==> images/layers.png <==
(1 px per um) Only two layers are drawn.
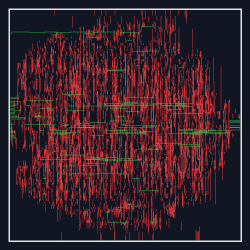
==> images/m2.png <==
(2 px per um)
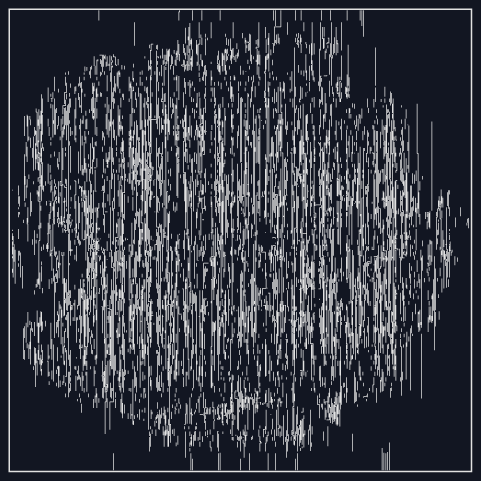
[src/rtl/fft_pkg.sv]
// Shared constants and types for the radix-2 FFT/IFFT datapath.
package fft_pkg;

    localparam int unsigned CPLX_W    = 16;
    localparam int unsigned TWID_W    = 12;
    localparam int unsigned TWID_FRAC = 10;

    typedef struct packed {
        logic signed [CPLX_W-1:0] re;
        logic signed [CPLX_W-1:0] im;
    } cplx_t;

    // Conjugate twiddles W8^-k in Q2.10, indexed by k
    localparam logic signed [TWID_W-1:0] W8C_REAL [4] = '{12'sd1024, 12'sd724, 12'sd0,    -12'sd724};
    localparam logic signed [TWID_W-1:0] W8C_IMG  [4] = '{12'sd0,    12'sd724, 12'sd1024,  12'sd724};

endpackage

[src/rtl/inv_twiddle_rom.sv]
// Combinational lookup of the conjugate twiddle (Tr, Ti) for index k.
module inv_twiddle_rom
    import fft_pkg::*;
(
    input  logic        [1:0]        k_i,
    output logic signed [TWID_W-1:0] tr_o,
    output logic signed [TWID_W-1:0] ti_o
);

    assign tr_o = W8C_REAL[k_i];
    assign ti_o = W8C_IMG[k_i];

endmodule

[src/rtl/ifft_twiddle_rotator.sv]
// IFFT twiddle-multiply stage: 2-deep valid/ready pipeline, round half-up, saturate.
// Define INV_TWID_SCALE_EN to add a divide-by-2 per stage (1/8 normalisation over three stages).
module ifft_twiddle_rotator
    import fft_pkg::*;
#(
    parameter int unsigned DATA_W    = 16,
    parameter int unsigned FRAME_LEN = 8
) (
    input  logic                     CLK,
    input  logic                     RST,
    input  logic        [1:0]        Stage,
    input  logic                     In_Valid,
    output logic                     In_Ready,
    input  logic signed [DATA_W-1:0] In_Real,
    input  logic signed [DATA_W-1:0] In_Img,
    input  logic                     In_Last,
    output logic                     Out_Valid,
    input  logic                     Out_Ready,
    output logic signed [DATA_W-1:0] Out_Real,
    output logic signed [DATA_W-1:0] Out_Img,
    output logic                     Out_Last,
    output logic                     Frame_Err
);

    localparam int unsigned CNT_W  = 3;
    localparam int unsigned PROD_W = DATA_W + TWID_W;
    localparam int unsigned ACC_W  = PROD_W + 2;
`ifdef INV_TWID_SCALE_EN
    localparam int unsigned SHIFT  = TWID_FRAC + 1;
`else
    localparam int unsigned SHIFT  = TWID_FRAC;
`endif
    localparam logic [CNT_W-1:0]        LAST_POS = CNT_W'(FRAME_LEN - 1);
    localparam logic signed [ACC_W-1:0] RND      = ACC_W'(2 ** (SHIFT - 1));
    localparam logic signed [ACC_W-1:0] SAT_MAX  = ACC_W'(2 ** (DATA_W - 1) - 1);
    localparam logic signed [ACC_W-1:0] SAT_MIN  = ACC_W'(-(2 ** (DATA_W - 1)));

    logic                     p1_valid_q, p1_valid_d;
    logic signed [DATA_W-1:0] p1_re_q, p1_re_d;
    logic signed [DATA_W-1:0] p1_im_q, p1_im_d;
    logic signed [TWID_W-1:0] p1_tr_q, p1_tr_d;
    logic signed [TWID_W-1:0] p1_ti_q, p1_ti_d;
    logic                     p1_last_q, p1_last_d;
    logic                     out_valid_q, out_valid_d;
    logic signed [DATA_W-1:0] out_re_q, out_re_d;
    logic signed [DATA_W-1:0] out_im_q, out_im_d;
    logic                     out_last_q, out_last_d;
    logic                     frame_err_q, frame_err_d;
    logic [CNT_W-1:0]         n_q, n_d;

    logic                     advance_c;
    logic                     accept_c;
    logic [1:0]               k_c;
    logic signed [TWID_W-1:0] tr_c, ti_c;
    logic signed [PROD_W-1:0] rr_c, ii_c, ri_c, ir_c;
    logic signed [ACC_W-1:0]  pr_c, pi_c, pr_sh_c, pi_sh_c;

    function automatic logic signed [DATA_W-1:0] sat_f(input logic signed [ACC_W-1:0] v);
        logic signed [DATA_W-1:0] r;
        if (v > SAT_MAX) begin
            r = DATA_W'(SAT_MAX);
        end else if (v < SAT_MIN) begin
            r = DATA_W'(SAT_MIN);
        end else begin
            r = DATA_W'(v);
        end
        return r;
    endfunction

    assign advance_c = !out_valid_q || Out_Ready;
    assign accept_c  = In_Valid && advance_c;
    assign In_Ready  = advance_c;

    // Twiddle index from frame position and stage
    always_comb begin
        k_c = 2'd0;
        case (Stage)
            2'd0: if (n_q[2]) k_c = n_q[1:0];
            2'd1: if (n_q[1]) k_c = {n_q[0], 1'b0};
            default: k_c = 2'd0;
        endcase
    end

    inv_twiddle_rom u_rom (
        .k_i  (k_c),
        .tr_o (tr_c),
        .ti_o (ti_c)
    );

    // Complex multiply, then round half-up and arithmetic shift
    always_comb begin
        rr_c    = PROD_W'(p1_re_q) * PROD_W'(p1_tr_q);
        ii_c    = PROD_W'(p1_im_q) * PROD_W'(p1_ti_q);
        ri_c    = PROD_W'(p1_re_q) * PROD_W'(p1_ti_q);
        ir_c    = PROD_W'(p1_im_q) * PROD_W'(p1_tr_q);
        pr_c    = ACC_W'(rr_c) - ACC_W'(ii_c) + RND;
        pi_c    = ACC_W'(ri_c) + ACC_W'(ir_c) + RND;
        pr_sh_c = pr_c >>> SHIFT;
        pi_sh_c = pi_c >>> SHIFT;
    end

    always_comb begin
        p1_valid_d  = p1_valid_q;
        p1_re_d     = p1_re_q;
        p1_im_d     = p1_im_q;
        p1_tr_d     = p1_tr_q;
        p1_ti_d     = p1_ti_q;
        p1_last_d   = p1_last_q;
        out_valid_d = out_valid_q;
        out_re_d    = out_re_q;
        out_im_d    = out_im_q;
        out_last_d  = out_last_q;
        frame_err_d = 1'b0;
        n_d         = n_q;

        if (advance_c) begin
            p1_valid_d  = In_Valid;
            out_valid_d = p1_valid_q;
            if (In_Valid) begin
                p1_re_d   = In_Real;
                p1_im_d   = In_Img;
                p1_tr_d   = tr_c;
                p1_ti_d   = ti_c;
                p1_last_d = In_Last;
            end
            if (p1_valid_q) begin
                out_re_d   = sat_f(pr_sh_c);
                out_im_d   = sat_f(pi_sh_c);
                out_last_d = p1_last_q;
            end
        end

        // Frame position; a mismatch between In_Last and the final slot is flagged and resyncs
        if (accept_c) begin
            if (In_Last || (n_q == LAST_POS)) begin
                n_d         = '0;
                frame_err_d = In_Last ^ (n_q == LAST_POS);
            end else begin
                n_d = n_q + CNT_W'(1);
            end
        end
    end

    always_ff @(posedge CLK) begin
        if (RST) begin
            p1_valid_q  <= 1'b0;
            p1_re_q     <= '0;
            p1_im_q     <= '0;
            p1_tr_q     <= '0;
            p1_ti_q     <= '0;
            p1_last_q   <= 1'b0;
            out_valid_q <= 1'b0;
            out_re_q    <= '0;
            out_im_q    <= '0;
            out_last_q  <= 1'b0;
            frame_err_q <= 1'b0;
            n_q         <= '0;
        end else begin
            p1_valid_q  <= p1_valid_d;
            p1_re_q     <= p1_re_d;
            p1_im_q     <= p1_im_d;
            p1_tr_q     <= p1_tr_d;
            p1_ti_q     <= p1_ti_d;
            p1_last_q   <= p1_last_d;
            out_valid_q <= out_valid_d;
            out_re_q    <= out_re_d;
            out_im_q    <= out_im_d;
            out_last_q  <= out_last_d;
            frame_err_q <= frame_err_d;
            n_q         <= n_d;
        end
    end

    assign Out_Valid = out_valid_q;
    assign Out_Real  = out_re_q;
    assign Out_Img   = out_im_q;
    assign Out_Last  = out_last_q;
    assign Frame_Err = frame_err_q;

endmodule

[config.mk]
export PLATFORM = sky130hd
export DESIGN_NAME = ifft_twiddle_rotator
export DESIGN_NICKNAME = d
export VERILOG_FILES = /design/src/rtl/fft_pkg.sv /design/src/rtl/inv_twiddle_rom.sv /design/src/rtl/ifft_twiddle_rotator.sv
export SDC_FILE = /design/constraint.sdc
export NUM_CORES = 1
export LEC_CHECK = 0
export CAP_MARGIN = 20
export CORE_MARGIN = 4
export CORE_UTILIZATION = 45
export DETAILED_ROUTE_END_ITERATION = 10
export PLACE_DENSITY_LB_ADDON = 0.25
export SLEW_MARGIN = 40
export SYNTH_ARGS = -nofsm -noshare
export SYNTH_HDL_FRONTEND = slang
export SYNTH_SLANG_ARGS = --single-unit
[constraint.sdc]
create_clock -name CLK -period 8.35 [get_ports CLK]
set_clock_uncertainty 0.05 [all_clocks]
set_input_delay 2.505 -clock CLK [delete_from_list [all_inputs] [get_ports CLK]]
set_output_delay 2.505 -clock CLK [all_outputs]
set_load 0.05 [all_outputs]
==> out/qor.txt <==
status: complete, no violations
Fin Setup TNS: 0 ns
most numerous logic cell after layout: inv_1
vias in the first global route: 16745
tool warnings: 40
fin worst setup slack: 0.638 ns
CTS resizes: 0
fmax: 130 MHz
Reg2Reg Depth: 21
Post-Syn Area per Cell: 9.37 um^2
I/O pins: 75
Worst Setup End Kind: flip-flop
minimum clock period: 7.71 ns
Cell Type Count: 60
WHS: 0.414 ns
R2R setup slack: 0.64 ns
initial antenna violation count: 0
Clock Path Buffers: 2
cts hold-fix bufs: 0
Placement Cell Area: 0.0238 mm^2
met2 wire len: 25000 um
startpoint types: flip-flop
Slew headroom: 43.3%
DRT met1 WL: 22200 um
fin nets: 3286
Top power group: combinational logic
Worst Setup Path Type: reg -> reg
Synth area leader: fa_1
fill count: 4643
total iterations of the first detailed-routing run: 5
critical path's top delay family: adder cells
worst-margin pin slew: 0.851 ns
dpl ws: 0.655 ns
crit-path max cell delay: 0.87 ns
dominant logic cell types in the final layout: inv_1, fa_1, ha_1
Flop+latch power: 0.431 mW
clk root buf: clkbuf_16
combinational cell power: 0.560 mW
DRT antenna net count: 0
biggest area cells: fa_1, ha_1, inv_1, dfxtp_1, nand2_1
-- layers.png (at the start) --
color	layer	wire length
green	M3	2240 um
red	M2	25.0 mm
gr usage total: 20.6%
final WL: 50700 um
Avg WL per Cell: 16.3 um

-- m2.png (at the start) --
wire length on this layer	25.0 mm
longest straight run	73.1 um

-- area by class of cell --
class	instances	area (um^2)	share of cell area (%)
repair buffers	97	908	3.77
well taps	664	831	3.45
clock inverters	7	65.1	0.270
flip-flops and latches	77	1540	6.40
clock buffers	9	225	0.934
multi-input cells	1480	17600	73.2
inverters	773	2900	12.0
-- registers in the layout, indices dropped and copies added, names as in the netlist, 3 cells and up --
signal    cells
p1_tr_q       4
p1_re_q      16
n_q           3
Out_Img      16
Out_Real     16
p1_im_q      16
-- cell families after synthesis --
group / after synthesis / share of synthesized area, %
buf+inv: 820 / 13.9
fa+ha+maj: 809 / 62.1
simple gates: 417 / 9.03
compound gates: 194 / 5.60
flops: 77 / 6.92
xor+xnor: 58 / 2.32
mux: 2 / 0.0899
Power and IR drop assume default switching activity.
